==> src/rtl/wb_arbiter_2m.sv <==
// Two-master Wishbone classic arbiter in front of the on-chip memory slave.
// Master 0 is the instruction-fetch port and master 1 is the data port.
// Ownership lasts for a whole cyc tenure and is handed out round-robin.
// A watchdog turns a slave that never responds into a one-cycle bus error.
//
// Handshake: a tenure starts when the arbiter grants a master whose cyc_i is
// high. While that master owns the bus, its stb/adr/sel/dat/we pass straight
// to the slave, and the slave's ack/err/rty/dat pass straight back to it.
// A transfer completes in the cycle where stb and one of ack/err/rty are both
// high. The tenure ends at the first clock edge that samples the owner's cyc
// low. The arbiter then spends one IDLE cycle before it grants again.
// grant_o is the one-hot state of the FSM, so checkers can bind to it directly.
module wb_arbiter_2m #(
  parameter int TIMEOUT = 15
) (
  input  logic        clk_i,
  input  logic        rst_i,
  // master 0 (instruction fetch)
  input  logic        m0_cyc_i,
  input  logic        m0_stb_i,
  input  logic [31:0] m0_adr_i,
  input  logic [3:0]  m0_sel_i,
  input  logic [31:0] m0_dat_i,
  input  logic        m0_we_i,
  output logic [31:0] m0_dat_o,
  output logic        m0_ack_o,
  output logic        m0_err_o,
  output logic        m0_rty_o,
  // master 1 (data)
  input  logic        m1_cyc_i,
  input  logic        m1_stb_i,
  input  logic [31:0] m1_adr_i,
  input  logic [3:0]  m1_sel_i,
  input  logic [31:0] m1_dat_i,
  input  logic        m1_we_i,
  output logic [31:0] m1_dat_o,
  output logic        m1_ack_o,
  output logic        m1_err_o,
  output logic        m1_rty_o,
  // shared slave port
  output logic        s_cyc_o,
  output logic        s_stb_o,
  output logic [31:0] s_adr_o,
  output logic [3:0]  s_sel_o,
  output logic [31:0] s_dat_o,
  output logic        s_we_o,
  input  logic [31:0] s_dat_i,
  input  logic        s_ack_i,
  input  logic        s_err_i,
  input  logic        s_rty_i,
  // current owner, one-hot; 00 = idle
  output logic [1:0]  grant_o
);

  localparam int CW = $clog2(TIMEOUT + 1);

  typedef enum logic [1:0] {
    IDLE = 2'd0,
    OWN0 = 2'd1,
    OWN1 = 2'd2
  } state_t;

  state_t        r_state;
  state_t        w_next;
  logic          r_last;      // most recent owner; 1 so that m0 wins the first contention
  logic [CW-1:0] r_cnt;       // cycles the current strobe has waited for a slave response

  logic w_own;
  logic w_mst_stb;
  logic w_resp;
  logic w_timeout;

  assign w_own     = (r_state == OWN0) || (r_state == OWN1);
  assign w_mst_stb = (r_state == OWN0) ? m0_stb_i :
                     (r_state == OWN1) ? m1_stb_i : 1'b0;
  assign w_resp    = s_ack_i | s_err_i | s_rty_i;
  // A slave response in the limit cycle wins, so no error is raised then.
  assign w_timeout = w_own & w_mst_stb & ~w_resp & (r_cnt == CW'(TIMEOUT));

  assign grant_o   = {r_state == OWN1, r_state == OWN0};

  // Next owner: in IDLE pick a requester (alternating on contention); an owner keeps the bus until its cyc drops.
  always_comb begin
    w_next = r_state;
    case (r_state)
      IDLE: begin
        if (m0_cyc_i && m1_cyc_i) w_next = r_last ? OWN0 : OWN1;
        else if (m0_cyc_i)        w_next = OWN0;
        else if (m1_cyc_i)        w_next = OWN1;
      end
      OWN0:    if (!m0_cyc_i) w_next = IDLE;
      OWN1:    if (!m1_cyc_i) w_next = IDLE;
      default: w_next = IDLE;
    endcase
  end

  // State register and last-owner record; the owner is remembered when its tenure ends.
  always_ff @(posedge clk_i or posedge rst_i) begin
    if (rst_i) begin
      r_state <= IDLE;
      r_last  <= 1'b1;
    end else begin
      r_state <= w_next;
      if (r_state == OWN0 && !m0_cyc_i) r_last <= 1'b0;
      if (r_state == OWN1 && !m1_cyc_i) r_last <= 1'b1;
    end
  end

  // Watchdog: count unanswered strobe cycles; any response, idle strobe, timeout or owner change clears it.
  always_ff @(posedge clk_i or posedge rst_i) begin
    if (rst_i) begin
      r_cnt <= '0;
    end else if (w_next != r_state) begin
      r_cnt <= '0;
    end else if (w_own && s_stb_o && !w_resp) begin
      r_cnt <= r_cnt + CW'(1);
    end else begin
      r_cnt <= '0;
    end
  end

  // Routing: the owner sees the slave combinationally; the other master and the idle bus see zeros.
  always_comb begin
    s_cyc_o  = 1'b0;
    s_stb_o  = 1'b0;
    s_adr_o  = '0;
    s_sel_o  = '0;
    s_dat_o  = '0;
    s_we_o   = 1'b0;
    m0_dat_o = '0;
    m0_ack_o = 1'b0;
    m0_err_o = 1'b0;
    m0_rty_o = 1'b0;
    m1_dat_o = '0;
    m1_ack_o = 1'b0;
    m1_err_o = 1'b0;
    m1_rty_o = 1'b0;
    case (r_state)
      OWN0: begin
        s_cyc_o  = m0_cyc_i;
        s_stb_o  = m0_stb_i & ~w_timeout;
        s_adr_o  = m0_adr_i;
        s_sel_o  = m0_sel_i;
        s_dat_o  = m0_dat_i;
        s_we_o   = m0_we_i;
        m0_dat_o = s_dat_i;
        m0_ack_o = s_ack_i;
        m0_err_o = s_err_i | w_timeout;
        m0_rty_o = s_rty_i;
      end
      OWN1: begin
        s_cyc_o  = m1_cyc_i;
        s_stb_o  = m1_stb_i & ~w_timeout;
        s_adr_o  = m1_adr_i;
        s_sel_o  = m1_sel_i;
        s_dat_o  = m1_dat_i;
        s_we_o   = m1_we_i;
        m1_dat_o = s_dat_i;
        m1_ack_o = s_ack_i;
        m1_err_o = s_err_i | w_timeout;
        m1_rty_o = s_rty_i;
      end
      default: ;
    endcase
  end

endmodule

==> config.mk <==
export PLATFORM = sky130hd
export DESIGN_NAME = wb_arbiter_2m
export DESIGN_NICKNAME = d
export VERILOG_FILES = /design/src/rtl/wb_arbiter_2m.sv
export SDC_FILE = /design/constraint.sdc
export NUM_CORES = 1
export LEC_CHECK = 0
export ABC_AREA = 1
export CORE_AREA = 2 2 127 129
export CTS_CLUSTER_SIZE = 40
export DETAILED_ROUTE_END_ITERATION = 16
export DIE_AREA = 0 0 129 131
export PLACE_DENSITY_LB_ADDON = 0.2
export REMOVE_ABC_BUFFERS = 1
export SLEW_MARGIN = 0
export SYNTH_ARGS = -nofsm -noshare
export SYNTH_HDL_FRONTEND = slang
export SYNTH_SLANG_ARGS = --single-unit
==> constraint.sdc <==
create_clock -name clk_i -period 2.8 [get_ports clk_i]
set_input_delay 0.7 -clock clk_i [delete_from_list [all_inputs] [get_ports clk_i]]
set_output_delay 0.7 -clock clk_i [all_outputs]
set_load 0.01 [all_outputs]
Pin map:
Drawn at 4 px/um. Pins as bars across the die edge, other pins in grey.
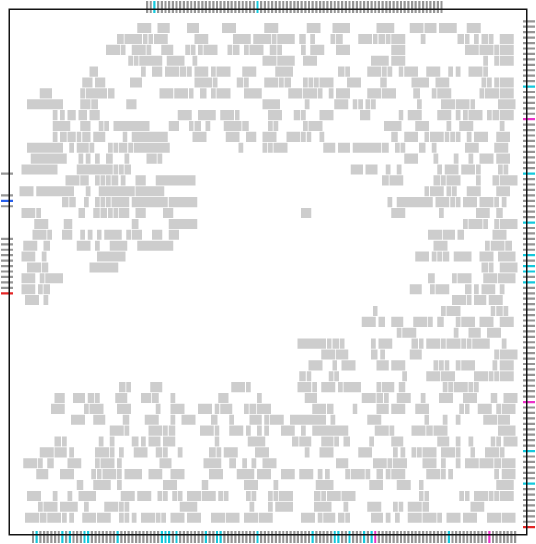
`grant_o`: shown in red, pins 2, direction output, edge 1 left, 1 right. `m0_sel_i`: shown in magenta, pins 4, direction input, edge 2 right, 2 bottom. `s_stb_o`: shown in blue, pins 1, direction output, edge left. `s_adr_o`: shown in cyan, pins 32, direction output, edge 21 bottom, 9 right, 2 top.
Die Span Y: 131 um
Chip Width: 129 um
Port Buffers: 321

Sequential cells coloured by netlist name:
Drawn at 2 px/um. Other sequential cells in the stronger grey, the rest of the logic in the fainter grey.
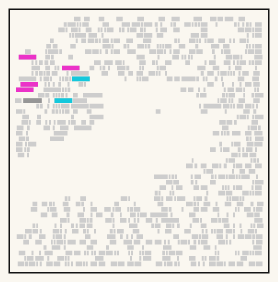
`r_state`: shown in cyan, flops 2. `r_cnt`: shown in magenta, flops 4, where upper left.
Another 1 sequential cells are not coloured.
Core Util, Final: 0.384
flip-flop and latch share of the layout cell area: 0.0295
area occupied by registers: 176 um^2

==> flow_summary.html <==
<h3>Run summary</h3>
<table>
<tr><th>Metric</th><th>Value</th></tr>
<tr><th colspan="2">Final timing</th></tr>
<tr><td>Total count of max-transition violations in the final report</td><td>0</td></tr>
<tr><td>Actual slew at the worst max-slew pin</td><td>0.291 ns</td></tr>
<tr><td>Rel. slew slack</td><td>0.806</td></tr>
<tr><td>Part of the cycle the worst path needs</td><td>0.991</td></tr>
<tr><td>Hold Violations, Final</td><td>0</td></tr>
<tr><td>Unrepaired setup endpoints after global routing</td><td>true</td></tr>
<tr><td>Clock skew</td><td>0.00117 ns</td></tr>
<tr><td>Min Clock Period, post-route</td><td>2.77 ns</td></tr>
<tr><td>Timing-limited maximum frequency</td><td>360 MHz</td></tr>
<tr><th colspan="2">Power</th></tr>
<tr><td>Net switching share of the total power</td><td>0.491</td></tr>
<tr><td>Net Switching</td><td>2.12 mW</td></tr>
<tr><td>Power Dens Cells</td><td>721 mW/mm^2</td></tr>
<tr><td>Relative contribution of the clock network to total power</td><td>0.056</td></tr>
<tr><td>Static leakage</td><td>3.57 nW</td></tr>
<tr><td>Power Internal</td><td>2.20 mW</td></tr>
<tr><td>Combinational share of power</td><td>0.911</td></tr>
<tr><td>Total power of the final layout</td><td>4.32 mW</td></tr>
<tr><td>Part of the total power dissipated in sequential elements</td><td>0.033</td></tr>
<tr><th colspan="2">Global routing</th></tr>
<tr><td>First-pass GRT wire length</td><td>19200 um</td></tr>
<tr><td>Met1 Track Usage GR</td><td>0.174</td></tr>
<tr><td>Initial antenna violation count</td><td>0</td></tr>
<tr><td>Vias in the first global route</td><td>3341</td></tr>
<tr><td>GRT Max-Usage Layer</td><td>met2</td></tr>
<tr><td>Met2 layer usage reported by global route</td><td>0.276</td></tr>
<tr><td>Maximum number of pins on one net before global-route repair</td><td>59</td></tr>
<tr><th colspan="2">Yosys</th></tr>
<tr><td>Top cell area share</td><td>0.403</td></tr>
<tr><td>Largest area contributor in the netlist</td><td>nand2_1</td></tr>
<tr><td>Warnings, synthesis</td><td>0</td></tr>
<tr><td>Prevailing logic family in the synthesized netlist</td><td>simple AND/OR/NAND/NOR gates</td></tr>
<tr><td>Cell total in the yosys stat output</td><td>451</td></tr>
<tr><td>Yosys-reported design area after synthesis</td><td>0.00210 mm^2</td></tr>
<tr><td>Share of cell area taken by muxes after synthesis</td><td>0</td></tr>
<tr><td>Flops out of synthesis</td><td>7</td></tr>
<tr><td>Combined area of all synthesized cells</td><td>0.00210 mm^2</td></tr>
<tr><td>Synth area leaders</td><td>nand2_1 40%, a21oi_1 17%, inv_1 14%</td></tr>
<tr><td>Post-synthesis cell count</td><td>451</td></tr>
<tr><td>Leading post-synthesis cells by instance count</td><td>225 x nand2_1, 80 x inv_1, 73 x a21oi_1</td></tr>
<tr><td>Mean cell area of the mapped netlist</td><td>4.65 um^2</td></tr>
<tr><td>Area fraction in xor and xnor cells</td><td>0.00835</td></tr>
<tr><td>Adder Area Share</td><td>0.0358</td></tr>
<tr><td>Main flop type</td><td>dfrtp_1</td></tr>
<tr><td>Ys async rst share</td><td>1.00</td></tr>
<tr><td>Ao+oa area frac</td><td>0.194</td></tr>
<tr><th colspan="2">Route</th></tr>
<tr><td>Post-detailed-routing wire length</td><td>14700 um</td></tr>
<tr><td>DRC violation count after routing</td><td>0</td></tr>
<tr><td>Number of search-and-repair iterations in the first detailed-routing pass</td><td>4</td></tr>
<tr><td>Vias</td><td>3792</td></tr>
<tr><td>Routed vias/inst</td><td>3.81</td></tr>
<tr><td>Starting DRC count in detailed routing</td><td>193</td></tr>
<tr><th colspan="2">Critical path</th></tr>
<tr><td>Capture instance of the worst register-to-register path</td><td>r_cnt[3]$_DFF_PP0_</td></tr>
<tr><td>Worst r2r src</td><td>r_state[0]$_DFF_PP0_</td></tr>
<tr><td>Cell depth of the worst setup path</td><td>8</td></tr>
<tr><td>Logic depth of the worst register-to-register path</td><td>11</td></tr>
<tr><td>Critical-path cell list</td><td>inv_1 -&gt; buf_4 -&gt; ha_4 -&gt; buf_4 -&gt; clkbuf_16 -&gt; nand2_1 -&gt; inv_1 -&gt; clkdlybuf4s50_1</td></tr>
<tr><td>Critical Path Start Type</td><td>flop</td></tr>
<tr><td>Arr. time, crit path</td><td>2.07 ns</td></tr>
<tr><td>Gate family responsible for the most delay along the worst path</td><td>buffers and inverters</td></tr>
<tr><td>Category of the worst setup path capture point</td><td>output port</td></tr>
<tr><td>Standard cell with the maximum stage delay on the critical path</td><td>clkdlybuf4s50_1</td></tr>
<tr><td>Timing startpoint of the critical path</td><td>r_state[0]$_DFF_PP0_</td></tr>
<tr><td>CP Max Fanout</td><td>29</td></tr>
<tr><td>Critical Path End</td><td>m1_dat_o[29]</td></tr>
<tr><td>Buf+Inv Stages, Crit Path</td><td>6</td></tr>
<tr><th colspan="2">Placement</th></tr>
<tr><td>Instance area at placement</td><td>0.00567 mm^2</td></tr>
<tr><td>Placed Cells</td><td>977</td></tr>
<tr><td>Routability congestion estimate</td><td>0.819</td></tr>
<tr><td>HPWL after DPL</td><td>11200 um</td></tr>
<tr><th colspan="2">Status</th></tr>
<tr><td>Run status</td><td>complete, no violations</td></tr>
<tr><th colspan="2">Clock tree</th></tr>
<tr><td>H-tree levels</td><td>1</td></tr>
<tr><td>Clock Sinks</td><td>7</td></tr>
<tr><td>Clock transition at path regs</td><td>0.04 ns</td></tr>
<tr><td>Count of hold buffers inserted by post-cts repair</td><td>0</td></tr>
<tr><td>Number of clock buffers inserted by TritonCTS</td><td>3</td></tr>
<tr><td>Worst-case clock buffer depth</td><td>2</td></tr>
<tr><td>Clock network latency to the later pin of the worst-skew pair</td><td>0.23 ns</td></tr>
<tr><th colspan="2">Floorplan</th></tr>
<tr><td>Starting Density</td><td>0.135</td></tr>
<tr><td>Number of I/O pins</td><td>322</td></tr>
<tr><td>Core ar.</td><td>0.0156 mm^2</td></tr>
<tr><td>Area of the chip</td><td>0.0169 mm^2</td></tr>
<tr><td>Number of core rows</td><td>46</td></tr>
<tr><th colspan="2">Final layout</th></tr>
<tr><td>Signed area change from the synthesized netlist to the final layout</td><td>185%</td></tr>
<tr><td>Fill cells</td><td>1684</td></tr>
<tr><td>Total number of nets in the final design</td><td>964</td></tr>
<tr><td>Area taken by multi-input logic gates</td><td>0.00148 mm^2</td></tr>
<tr><td>Share of cells above drive strength 1</td><td>0.0604</td></tr>
<tr><th colspan="2">Hold path</th></tr>
<tr><td>Class of the tightest hold or removal check</td><td>flop to flop</td></tr>
<tr><th colspan="2">Run</th></tr>
<tr><td>Max-cap check violation count</td><td>0</td></tr>
<tr><td>Total number of warnings across the stage logs</td><td>30</td></tr>
</table>
Routing congestion map:
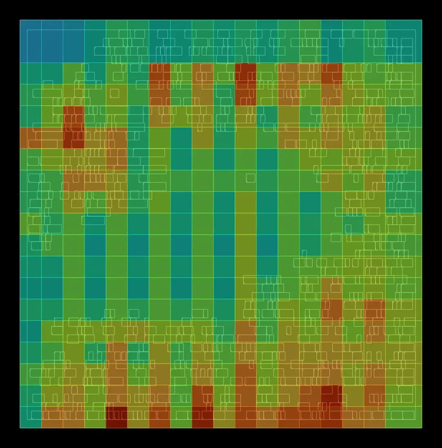
GR met3 Demand/Resource: 0.0269
overall fraction of global-route tracks in use: 0.145

Selected gate families:
Drawn at 2 px/um.
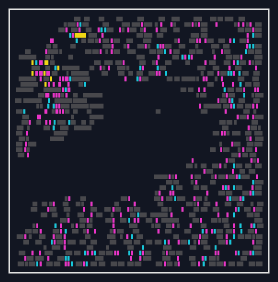
NAND gates: shown in magenta, cells 237, most used nand2_1, where spread over the die. inverters: shown in cyan, cells 81, most used inv_1, where spread over the die. NOR gates: shown in yellow, cells 8, most used nor2_1, where upper left.
non-filler cells, final: 994
most numerous logic cell after layout: clkdlybuf4s50_1
share of cell area taken by multi-input logic gates: 0.248

## power groups by stage
stage / clock network [mW] / registers [mW] / logic, mW
finish: 0.243 / 0.144 / 3.93
global route: 0.253 / 0.147 / 4.25
CTS: 0.247 / 0.144 / 3.85
detailed placement: 0 / 0.145 / 3.88
global placement: 0 / 0.145 / 3.89
floorplan: 0 / 0.150 / 1.62
## what timing repair did
item | in CTS | in global routing
setup buffers | 5 | 5
gates resized | 43 | 43
endpoints found under the setup margin | 58 | 50
cloned | 0 | 3
pin swaps | 2 | 0
## cell type report
| cell class | instances | share of cell area |
|---|---|---|
| clock buffers | 4 | 0.0132 |
| multi-input cells | 332 | 0.248 |
| well taps | 216 | 0.0451 |
| repair buffers | 354 | 0.614 |
| flip-flops and latches | 7 | 0.0295 |
| inverters | 81 | 0.0508 |
## worst min path at each step
| stage | from | to | slack [ns] | cells past startpoint |
|---|---|---|---|---|
| floorplan | r_last$_DFFE_PP1P_ | r_last$_DFFE_PP1P_ | 0.48 | 2 |
| global placement | r_last$_DFFE_PP1P_ | r_last$_DFFE_PP1P_ | 0.50 | 2 |
| detailed placement | r_last$_DFFE_PP1P_ | r_last$_DFFE_PP1P_ | 0.50 | 2 |
| CTS | r_last$_DFFE_PP1P_ | r_last$_DFFE_PP1P_ | 0.51 | 2 |
| global route | r_last$_DFFE_PP1P_ | r_last$_DFFE_PP1P_ | 0.56 | 2 |
| finish | r_last$_DFFE_PP1P_ | r_last$_DFFE_PP1P_ | 0.51 | 2 |
## metal layers
| layer | part of all wire | vias up |
|---|---|---|
| li1 | - | 2001 |
| met1 | 0.41 | 1640 |
| met2 | 0.52 | 139 |
| met3 | 0.057 | 12 |
| met4 | 0.014 | 0 |
| met5 | 0 | - |
## worst min-delay path: stages (launching register included)
cell and delay (ns):
dfstp_2 0.36, o21ai_0 0.05, o21ai_0 0.08
## placed cells by master (no fill, tap or decap), drive strengths merged
cell type,count
a21boi,1
a21oi,73
buf,30
clkbuf,7
clkdlybuf4s15,1
clkdlybuf4s50,238
dfrtp,6
dfstp,1
dlygate4sd2,40
dlymetal6s2s,42
ha,6
inv,81
nand2,228
nand3,5
nand4,4
nor2,7
nor3,1
o2111ai,1
o21ai,4
xor2,2
## metrics by stage
step | utilization | setup TNS [ns] | setup WS [ns] | hold WS (ns)
CTS | 0.370 | 0 | 0.000951 | 0.505
global route | 0.384 | -0.123 | -0.0621 | 0.564
floorplan | - | -92.76 | -0.978 | 0.476
detailed placement | 0.364 | -0.711 | -0.247 | 0.498
finish | 0.384 | 0 | 0.0259 | 0.506
global placement | 0.364 | -0.715 | -0.256 | 0.499
## cells by family (layout without fill, tap and decap cells)
group	count (synthesis)	after routing
compound gates	79	79
simple gates	245	245
xor+xnor	2	2
fa+ha+maj	6	6
buf+inv	112	439
flops	7	7
## state kept, by name, indices dropped and copies added (netlist names)
signal / cells
r_state: 2
r_cnt: 4
r_last: 1
Power and IR drop assume default switching activity.
